===== src/rtl/im_loader_if.sv =====
// Instruction-word stream into the program loader: valid/ready handshake with
// a last-beat marker.
interface im_loader_if;
    logic        in_valid;
    logic        in_ready;
    logic [31:0] in_data;
    logic        in_last;

    modport master (output in_valid, output in_data, output in_last, input in_ready);
    modport slave  (input in_valid, input in_data, input in_last, output in_ready);
endinterface


===== src/rtl/im_loader.sv =====
// Program loader: streams instruction words into the instruction memory and
// holds the CPU until an image is complete. Optional macro: IM_LOADER_CHECKSUM_EN.
module im_loader #(
    parameter int          DEPTH     = 4096,
    parameter logic [31:0] BASE_ADDR = 32'h0000_3000,
    parameter int          CNT_W     = 13
) (
    input  logic             clk,
    input  logic             reset,
    input  logic             start,
    im_loader_if.slave       in_if,
    output logic             im_we,
    output logic [31:0]      im_addr,
    output logic [31:0]      im_wdata,
    output logic             cpu_hold,
    output logic             done,
    output logic             overflow,
    output logic [CNT_W-1:0] word_count
`ifdef IM_LOADER_CHECKSUM_EN
    ,
    output logic             csum_err
`endif
);

    typedef enum logic [1:0] {IDLE, LOAD, DONE, ERR} state_t;

    state_t           state_q;
    logic             we_q;
    logic [31:0]      addr_q;
    logic [31:0]      wdata_q;
    logic             hold_q;
    logic             done_q;
    logic             ovf_q;
    logic [CNT_W-1:0] cnt_q;

    logic             hs;
    logic             full;
    logic             csum_ok;
    logic [31:0]      addr_d;

    assign in_if.in_ready = (state_q == LOAD);
    assign hs             = in_if.in_valid & in_if.in_ready;
    assign full           = (cnt_q == CNT_W'(DEPTH));
    assign addr_d         = BASE_ADDR + (32'(cnt_q) << 2);

`ifdef IM_LOADER_CHECKSUM_EN
    localparam bit CSUM_EN = 1'b1;

    logic [31:0] csum_q;
    logic        csum_err_q;
    logic        data_wr;

    // The last beat carries the checksum, so it never enters the running XOR.
    assign data_wr  = hs & ~full & ~in_if.in_last;
    assign csum_ok  = (in_if.in_data == csum_q);
    assign csum_err = csum_err_q;

    always_ff @(posedge clk or posedge reset) begin
        if (reset) begin
            csum_q     <= '0;
            csum_err_q <= 1'b0;
        end else if (state_q != LOAD && start) begin
            csum_q     <= '0;
            csum_err_q <= 1'b0;
        end else if (data_wr) begin
            csum_q <= csum_q ^ in_if.in_data;
        end else if (hs && in_if.in_last && !csum_ok) begin
            csum_err_q <= 1'b1;
        end
    end
`else
    localparam bit CSUM_EN = 1'b0;
    assign csum_ok = 1'b1;
`endif

    always_ff @(posedge clk or posedge reset) begin
        if (reset) begin
            state_q <= IDLE;
            we_q    <= 1'b0;
            addr_q  <= BASE_ADDR;
            wdata_q <= '0;
            hold_q  <= 1'b1;
            done_q  <= 1'b0;
            ovf_q   <= 1'b0;
            cnt_q   <= '0;
        end else begin
            we_q <= 1'b0;
            case (state_q)
                IDLE, DONE, ERR: begin
                    if (start) begin
                        state_q <= LOAD;
                        cnt_q   <= '0;
                        hold_q  <= 1'b1;
                        done_q  <= 1'b0;
                        ovf_q   <= 1'b0;
                    end
                end
                LOAD: begin
                    if (hs) begin
                        if (CSUM_EN && in_if.in_last) begin
                            state_q <= csum_ok ? DONE : ERR;
                            done_q  <= csum_ok;
                            hold_q  <= ~csum_ok;
                        end else if (full) begin
                            state_q <= ERR;
                            ovf_q   <= 1'b1;
                        end else begin
                            we_q    <= 1'b1;
                            addr_q  <= addr_d;
                            wdata_q <= in_if.in_data;
                            cnt_q   <= cnt_q + 1'b1;
                            if (in_if.in_last) begin
                                state_q <= DONE;
                                done_q  <= 1'b1;
                                hold_q  <= 1'b0;
                            end
                        end
                    end
                end
                default: state_q <= IDLE;
            endcase
        end
    end

    assign im_we      = we_q;
    assign im_addr    = addr_q;
    assign im_wdata   = wdata_q;
    assign cpu_hold   = hold_q;
    assign done       = done_q;
    assign overflow   = ovf_q;
    assign word_count = cnt_q;

endmodule


===== src/flat_wrapper.sv =====
// flat-port wrapper written by rule: the top's interface ports become plain ports
module im_loader_flat 
#(
    parameter int          DEPTH     = 4096,
    parameter logic [31:0] BASE_ADDR = 32'h0000_3000,
    parameter int          CNT_W     = 13
)
  (clk, reset, start, im_we, im_addr, im_wdata, cpu_hold, done, overflow, word_count, in_if_in_valid, in_if_in_data, in_if_in_last, in_if_in_ready);
  im_loader_if in_if_i ();
  input  logic clk;
  input  logic reset;
  input  logic start;
  output logic im_we;
  output logic [31:0] im_addr;
  output logic [31:0] im_wdata;
  output logic cpu_hold;
  output logic done;
  output logic overflow;
  output logic [CNT_W-1:0] word_count;
  input wire logic [$bits(in_if_i.in_valid)-1:0] in_if_in_valid;
  input wire logic [$bits(in_if_i.in_data)-1:0] in_if_in_data;
  input wire logic [$bits(in_if_i.in_last)-1:0] in_if_in_last;
  output wire logic [$bits(in_if_i.in_ready)-1:0] in_if_in_ready;
  assign in_if_i.in_valid = in_if_in_valid;
  assign in_if_i.in_data = in_if_in_data;
  assign in_if_i.in_last = in_if_in_last;
  assign in_if_in_ready = in_if_i.in_ready;
  im_loader #(.DEPTH(DEPTH), .BASE_ADDR(BASE_ADDR), .CNT_W(CNT_W)) u_core (.clk(clk), .reset(reset), .start(start), .in_if(in_if_i), .im_we(im_we), .im_addr(im_addr), .im_wdata(im_wdata), .cpu_hold(cpu_hold), .done(done), .overflow(overflow), .word_count(word_count));
endmodule

===== config.mk =====
export PLATFORM = sky130hd
export DESIGN_NAME = im_loader_flat
export DESIGN_NICKNAME = d
export VERILOG_FILES = /design/src/rtl/im_loader_if.sv /design/src/rtl/im_loader.sv /design/src/flat_wrapper.sv
export SDC_FILE = /design/constraint.sdc
export NUM_CORES = 1
export LEC_CHECK = 0
export ABC_AREA = 1
export CAP_MARGIN = 20
export CORE_AREA = 2 2 118 86
export DETAILED_ROUTE_END_ITERATION = 6
export DIE_AREA = 0 0 120 88
export PLACE_DENSITY = 0.67
export RECOVER_POWER = 100
export SLEW_MARGIN = 20
export SYNTH_ARGS = -nofsm -noshare
export SYNTH_HDL_FRONTEND = slang
export SYNTH_SLANG_ARGS = --single-unit
export TNS_END_PERCENT = 5

===== constraint.sdc =====
create_clock -name clk -period 1.7 [get_ports clk]
set_input_delay 0.17 -clock clk [delete_from_list [all_inputs] [get_ports clk]]
set_output_delay 0.17 -clock clk [all_outputs]
set_load 0.05 [all_outputs]

run_1/registers.png
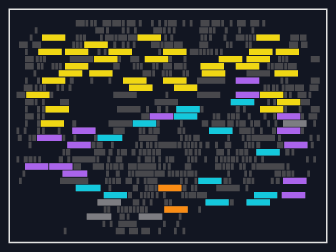
orange -> u_core.state_q  # sequential cells 2
cyan -> u_core.word_count  # sequential cells 13
purple -> u_core.im_addr  # sequential cells 14
yellow -> u_core.im_wdata  # sequential cells 32, where a band across the top
not coloured = 4
core utilization of the finished layout: 0.468
power attributed to sequential cells: 2360 µW

run_1/final_clocks.png
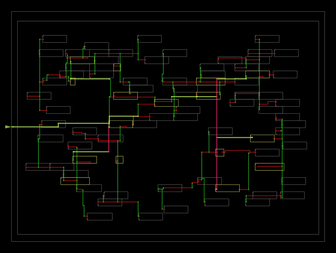
Worst Clk Skew: 0.00652 ns
Clk power: 2100 µW
sink count of the clock tree: 65
sequential cell count: 65

==> flow_summary.yaml, run 1 <==
# physical design summary
outcome:
  run_status: "completed"
timing:
  finalHoldViolations: 0
  rsz0062_at_grt: "false"
  achievable-frequency_mhz: 605
  slew_worst_pin_ns: 0.881
  final.period_utilization: 0.973
  report.final.setup_viol: 0
  fin_crit_ns: 1.65
  postLayoutSetupSlackWorst_ns: 0.0464
yosys:
  yosysChipArea_mm2: 0.00323
  postSynthAreaPerCell_um2: 8.08
  part_of_the_yosys_area_used_for_sequential_elements: 0.505
  synth_cell_types: 25
  synth-simple-area-share: 0.296
  synth-warning-count: 0
  synthAoiAreaFrac: 0.0414
  synth.area.mux_share: 0
  synthesis.instances: 400
critical_path:
  critical_path.cell_chain: "clkdlybuf4s50_1"
  cp_data_arrival_time_ns: 1.48
  worst-path-stages: 1
  capturing_instance_or_port_of_the_critical_path: "im_wdata[22]"
  r2r_start: "u_core.word_count[1]$_DFFE_PP0P_"
  timing.critical_path.required_ns: 1.53
  crit_family: "buffers and inverters"
  cpPeakStageDelay_ns: 0.81
  setup.worst_path.start: "u_core.im_wdata[22]$_DFFE_PP0P_"
  capturing_point_of_the_worst_reg2reg_path: "u_core.im_addr[14]$_DFFE_PP0P_"
  r2r_slack_ns: 0.10
  setup.worst_path.class: "flip-flop to primary output"
  crit_buf_inv: 1
min_path:
  hold-path-endpoint: "u_core.im_wdata[10]$_DFFE_PP0P_"
  timing.hold.worst.class: "input port to flip-flop"
  worstHoldStart: "in_if_in_data[10]"
place:
  globalplace.congestion: 0.836
  place_area_mm2: 0.00424
  dp.cells: 625
clocking:
  cell_at_the_root_of_the_clock_tree: "sky130_fd_sc_hd__clkbuf_16"
  tritoncts_clock_tree: "built"
  cts.hold.buffers_added: 0
  cts_htree_levels: 3
  clkTransAtPathRegs_ns: 0.06
power:
  power.total_uw: 8470
  net-switching-power_uw: 3950
  peakVddDrop_uv: 1000
  p_clk_frac: 0.248
  leakagePower_uw: 0.00216
  power.combinational.fraction: 0.474
  power-per-cell-area_mw_per_mm2: 1920
  pwr-share-seq: 0.278
cells_and_area:
  final_net_count: 551
  areaGrowthSynthToFinish_pct: 36.6
  final_layout_size_suffix_gt1_frac: 0.115
  num-fill-cells: 957
  largest_reg_flops: 32
drt:
  routedWlPerCell_um: 12.4
  drc: 0
  firstDrtPassIters: 4
  route.layer.met1.wl_um: 3810
  met2_length_um: 3620
  met3_wirelength_um: 504
  vias: 2788
  drtIter0Drc: 92
  antenna_left: 0
floorplan:
  io_pins: 119
  fp.dieArea_mm2: 0.0106
  die_y_um: 88
  initial_utilization: 0.343
  core_area_mm2: 0.00942
global_routing:
  globalRouteMet3Util: 0.0514
  grt_busiest_layer: "met2"
  global_route.overflow_total: 0
  grt_first_pass_wirelength_um: 12800
  grt_max_degree: 66
  grt_use_met1: 0.209
  grtUsageTotal: 0.155
  via_count_of_the_first_global_routing_pass: 2657
flow_run:
  maxCapViolations: 0
  log.warning_count: 29
run_1/gate_families.png
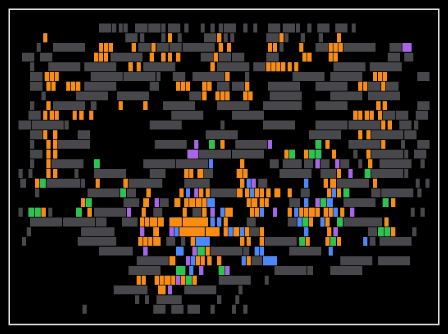
purple -> inverters  # cells 25
green -> inverting AOI/OAI gates  # cells 26
blue -> NOR gates  # cells 31
orange -> NAND gates  # cells 204
logic share of the area: 0.286
Final Non-Filler Cells: 642
most frequent logic cell in the layout: sky130_fd_sc_hd__nand2_1

-- run 1: Yosys cell counts, drive strengths merged --
cell	instances	area share
a31oi	1	0.0019
nor3	1	0.0015
nand3	17	0.026
nor2	30	0.041
xor2	2	0.0054
dfstp	3	0.024
conb	1	0.0012
clkbuf	1	0.0012
inv	25	0.029
o21ai	24	0.037
nand4	4	0.0077
nand2	183	0.22
dfrtp	62	0.48
ha	5	0.019
buf	40	0.10
o31ai	1	0.0023
-- run 1: area by class of cell --
cell class | instances | area, µm² | area share
flip-flops and latches | 65 | 1630 | 0.370
multi-input cells | 286 | 1260 | 0.286
repair buffers | 122 | 910 | 0.206
clock buffers | 9 | 225 | 0.0510
well taps | 128 | 160 | 0.0363
clock inverters | 7 | 119 | 0.0269
inverters | 25 | 103 | 0.0232
==> inputs of run 2 (changes only) <==
CTS_BUF_LIST = sky130_fd_sc_hd__clkbuf_16   (was not set)
run_2/zoom.png
Window x 5 to 55, y 38 to 88 µm. Cells in grey, sequential cells in the stronger grey; small squares are vias.
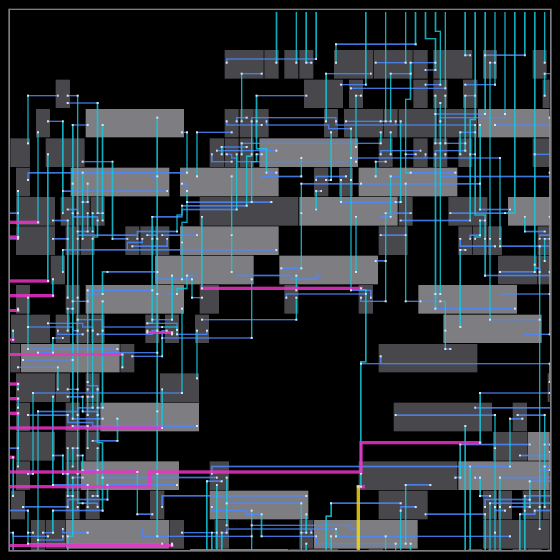
magenta -> met3
yellow -> met4
cyan -> met2
blue -> met1
cells with their middle in the window = 123
most frequent = nand2_1 (52), clkdlybuf4s50_1 (18), dfrtp_1 (18)
netlist names of flops here include = u_core.im_wdata (16), u_core.im_addr (2), u_core.word_count (2)
sequential cells in the window = 20

run_2/gate_families.png
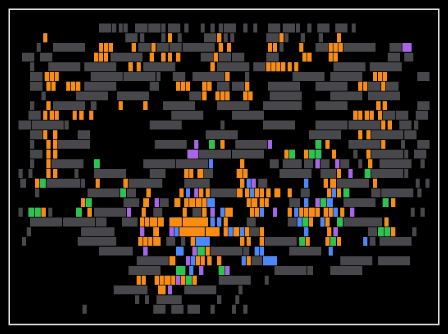
orange -> NAND gates  # cells 204
purple -> inverters  # cells 25
blue -> NOR gates  # cells 31
green -> inverting AOI/OAI gates  # cells 26

run_2/pdn.png
Pins as bars on the die edge.
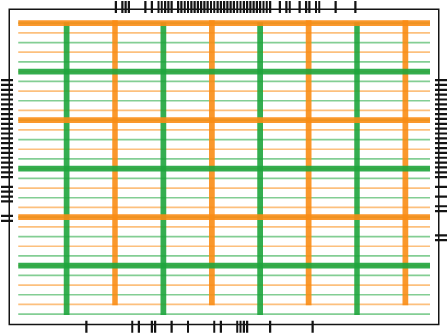
green -> VSS
orange -> VDD
signal pins = 119
met5 straps = 6
standard cell core area: 0.00942 mm²
maximum ir drop on the vdd rail: 1000 µV
Die Span Y: 88 µm
floorplan die width: 120 µm

==> run 2 against run 1 <==
Compared with the run above:
- sequential power barely moved
- critical endpoint unchanged
- clock power barely moved
- power did not move
- sequential share of layout area did not move
==> flow_summary.yaml, run 2 <==
# physical design summary
outcome:
  run_status: "completed"
critical_path:
  crit_family: "buffers and inverters"
  cp_data_arrival_time_ns: 1.48
  critical_path.cell_chain: "clkdlybuf4s50_1"
  cp-end-kind: "primary output"
  capturing_instance_or_port_of_the_critical_path: "im_wdata[22]"
  capturing_point_of_the_worst_reg2reg_path: "u_core.im_addr[14]$_DFFE_PP0P_"
  timing.critical_path.required_ns: 1.53
  worst-path-stages: 1
  setup.worst_path.start: "u_core.im_wdata[22]$_DFFE_PP0P_"
  setup.worst_path.class: "flip-flop to primary output"
  crit_buf_inv: 1
  r2r_start: "u_core.word_count[1]$_DFFE_PP0P_"
  r2r_slack_ns: 0.10
  cpPeakStageDelay_ns: 0.81
timing:
  final.period_utilization: 0.973
  final_max_slew_viol_count: 0
  fin_crit_ns: 1.65
  rsz0062_at_grt: "false"
  report.final.setup_viol: 0
  finalClockSkew_ns: 0.00652
  achievable-frequency_mhz: 605
global_routing:
  grt_busiest_layer: "met2"
  grtUsageTotal: 0.155
  globalRouteMet3Util: 0.0514
  via_count_of_the_first_global_routing_pass: 2657
  global_route.overflow_total: 0
  grt_use_met1: 0.209
  grt_max_degree: 66
yosys:
  postSynthAreaPerCell_um2: 8.08
  top_cells_by_count_synth: "179 x sky130_fd_sc_hd__nand2_1, 62 x sky130_fd_sc_hd__dfrtp_1, 28 x sky130_fd_sc_hd__buf_4"
  postSynthRegisterBits: 65
  edff_count_synth: 0
  synth.area.top_cells: "sky130_fd_sc_hd__dfrtp_1 48%, sky130_fd_sc_hd__nand2_1 21%, sky130_fd_sc_hd__buf_4 6.5%"
  synthDominantCellAreaShare: 0.480
  part_of_the_yosys_area_used_for_sequential_elements: 0.505
  yosys_cells: 400
  synth-simple-area-share: 0.296
  postSynth.asyncResetShare: 1.00
  synthMostInstantiatedCell: "sky130_fd_sc_hd__nand2_1"
  synthesis.instances: 400
  synthAoiAreaFrac: 0.0414
  synth_cell_types: 25
  synth-warning-count: 0
  yosys.area.top_type: "sky130_fd_sc_hd__dfrtp_1"
  synth.area.mux_share: 0
  yosys_most_used_dff: "sky130_fd_sc_hd__dfrtp_1"
  yosysChipArea_mm2: 0.00323
cells_and_area:
  ff_count: 65
  layout_top_cells_excl_fill_tap: "180 x sky130_fd_sc_hd__nand2_1, 60 x sky130_fd_sc_hd__dfrtp_1, 49 x sky130_fd_sc_hd__clkdlybuf4s50_1"
  non_clock_inverter_count: 25
  final_common_cell: "sky130_fd_sc_hd__nand2_1"
  final_cells: 642
  signal_buffers: 122
  num-fill-cells: 957
  areaGrowthSynthToFinish_pct: 36.6
  postLayoutCoreUtil: 0.468
  seq_share: 0.370
  comb_share: 0.286
  buffer_area_frac: 0.206
  final_net_count: 551
  logic_area_mm2: 0.00126
  nClkBuffers: 9
  largest_reg_flops: 32
  largestClassByArea: "flip-flops and latches"
  final_layout_size_suffix_gt1_frac: 0.115
  multiInputCombCellCount: 286
  layout.area.seq_mm2: 0.00163
  clkCellAreaFrac: 0.0780
place:
  place_area_mm2: 0.00424
  globalplace.congestion: 0.836
flow_run:
  log.warning_count: 29
  maxCapViolations: 0
drt:
  routedWlPerCell_um: 12.4
  vias: 2788
  met2_length_um: 3620
  route.layer.met1.wl_um: 3810
  highest_layer: "met4"
  antenna_left: 0
  met3_wirelength_um: 504
  drtIter0Drc: 92
floorplan:
  io_pins: 119
  fp.dieArea_mm2: 0.0106
  floorplan.tapcells: 128
  initial_utilization: 0.343
power:
  pwr-share-seq: 0.278
  power-per-cell-area_mw_per_mm2: 1920
  leakagePower_uw: 0.00216
  power.total_uw: 8470
  net-switching-power_uw: 3950
clocking:
  cts_htree_levels: 3
  cell_at_the_root_of_the_clock_tree: "sky130_fd_sc_hd__clkbuf_16"
  clkTransAtPathRegs_ns: 0.06
  clock-sinks: 65
  cts.hold.buffers_added: 0
  tritoncts_clock_tree: "built"
min_path:
  worstHoldStart: "in_if_in_data[10]"
  timing.hold.worst.class: "input port to flip-flop"
  hold-path-endpoint: "u_core.im_wdata[10]$_DFFE_PP0P_"
## run 2: what timing repair did
action / 4_1_cts / 5_1_grt
setup endpoints to repair: 44 / 75
cloned: 0 / 1
pin swaps: 0 / 0
resized: 3 / 25
## run 2: power groups by stage
stage	clock network (µW)	registers, µW	logic (µW)
6_report	2100	2360	4020
2_1_floorplan	0	3950	1420
3_5_place_dp	0	2370	4320
5_1_grt	2250	2420	4300
3_3_place_gp	0	2370	4260
4_1_cts	2170	2370	4330
## run 2: stage by stage
step,hold slack [ns],setup slack [ns],setup TNS [ns]
floorplan,0.278,0.0311,0
global placement,0.459,-0.0450,-0.408
detailed placement,0.459,-0.0995,-2.51
CTS,0.288,0.000477,0
global route,0.367,0.00252,0
finish,0.379,0.0464,0
Power is estimated from default activity; no workload was simulated.
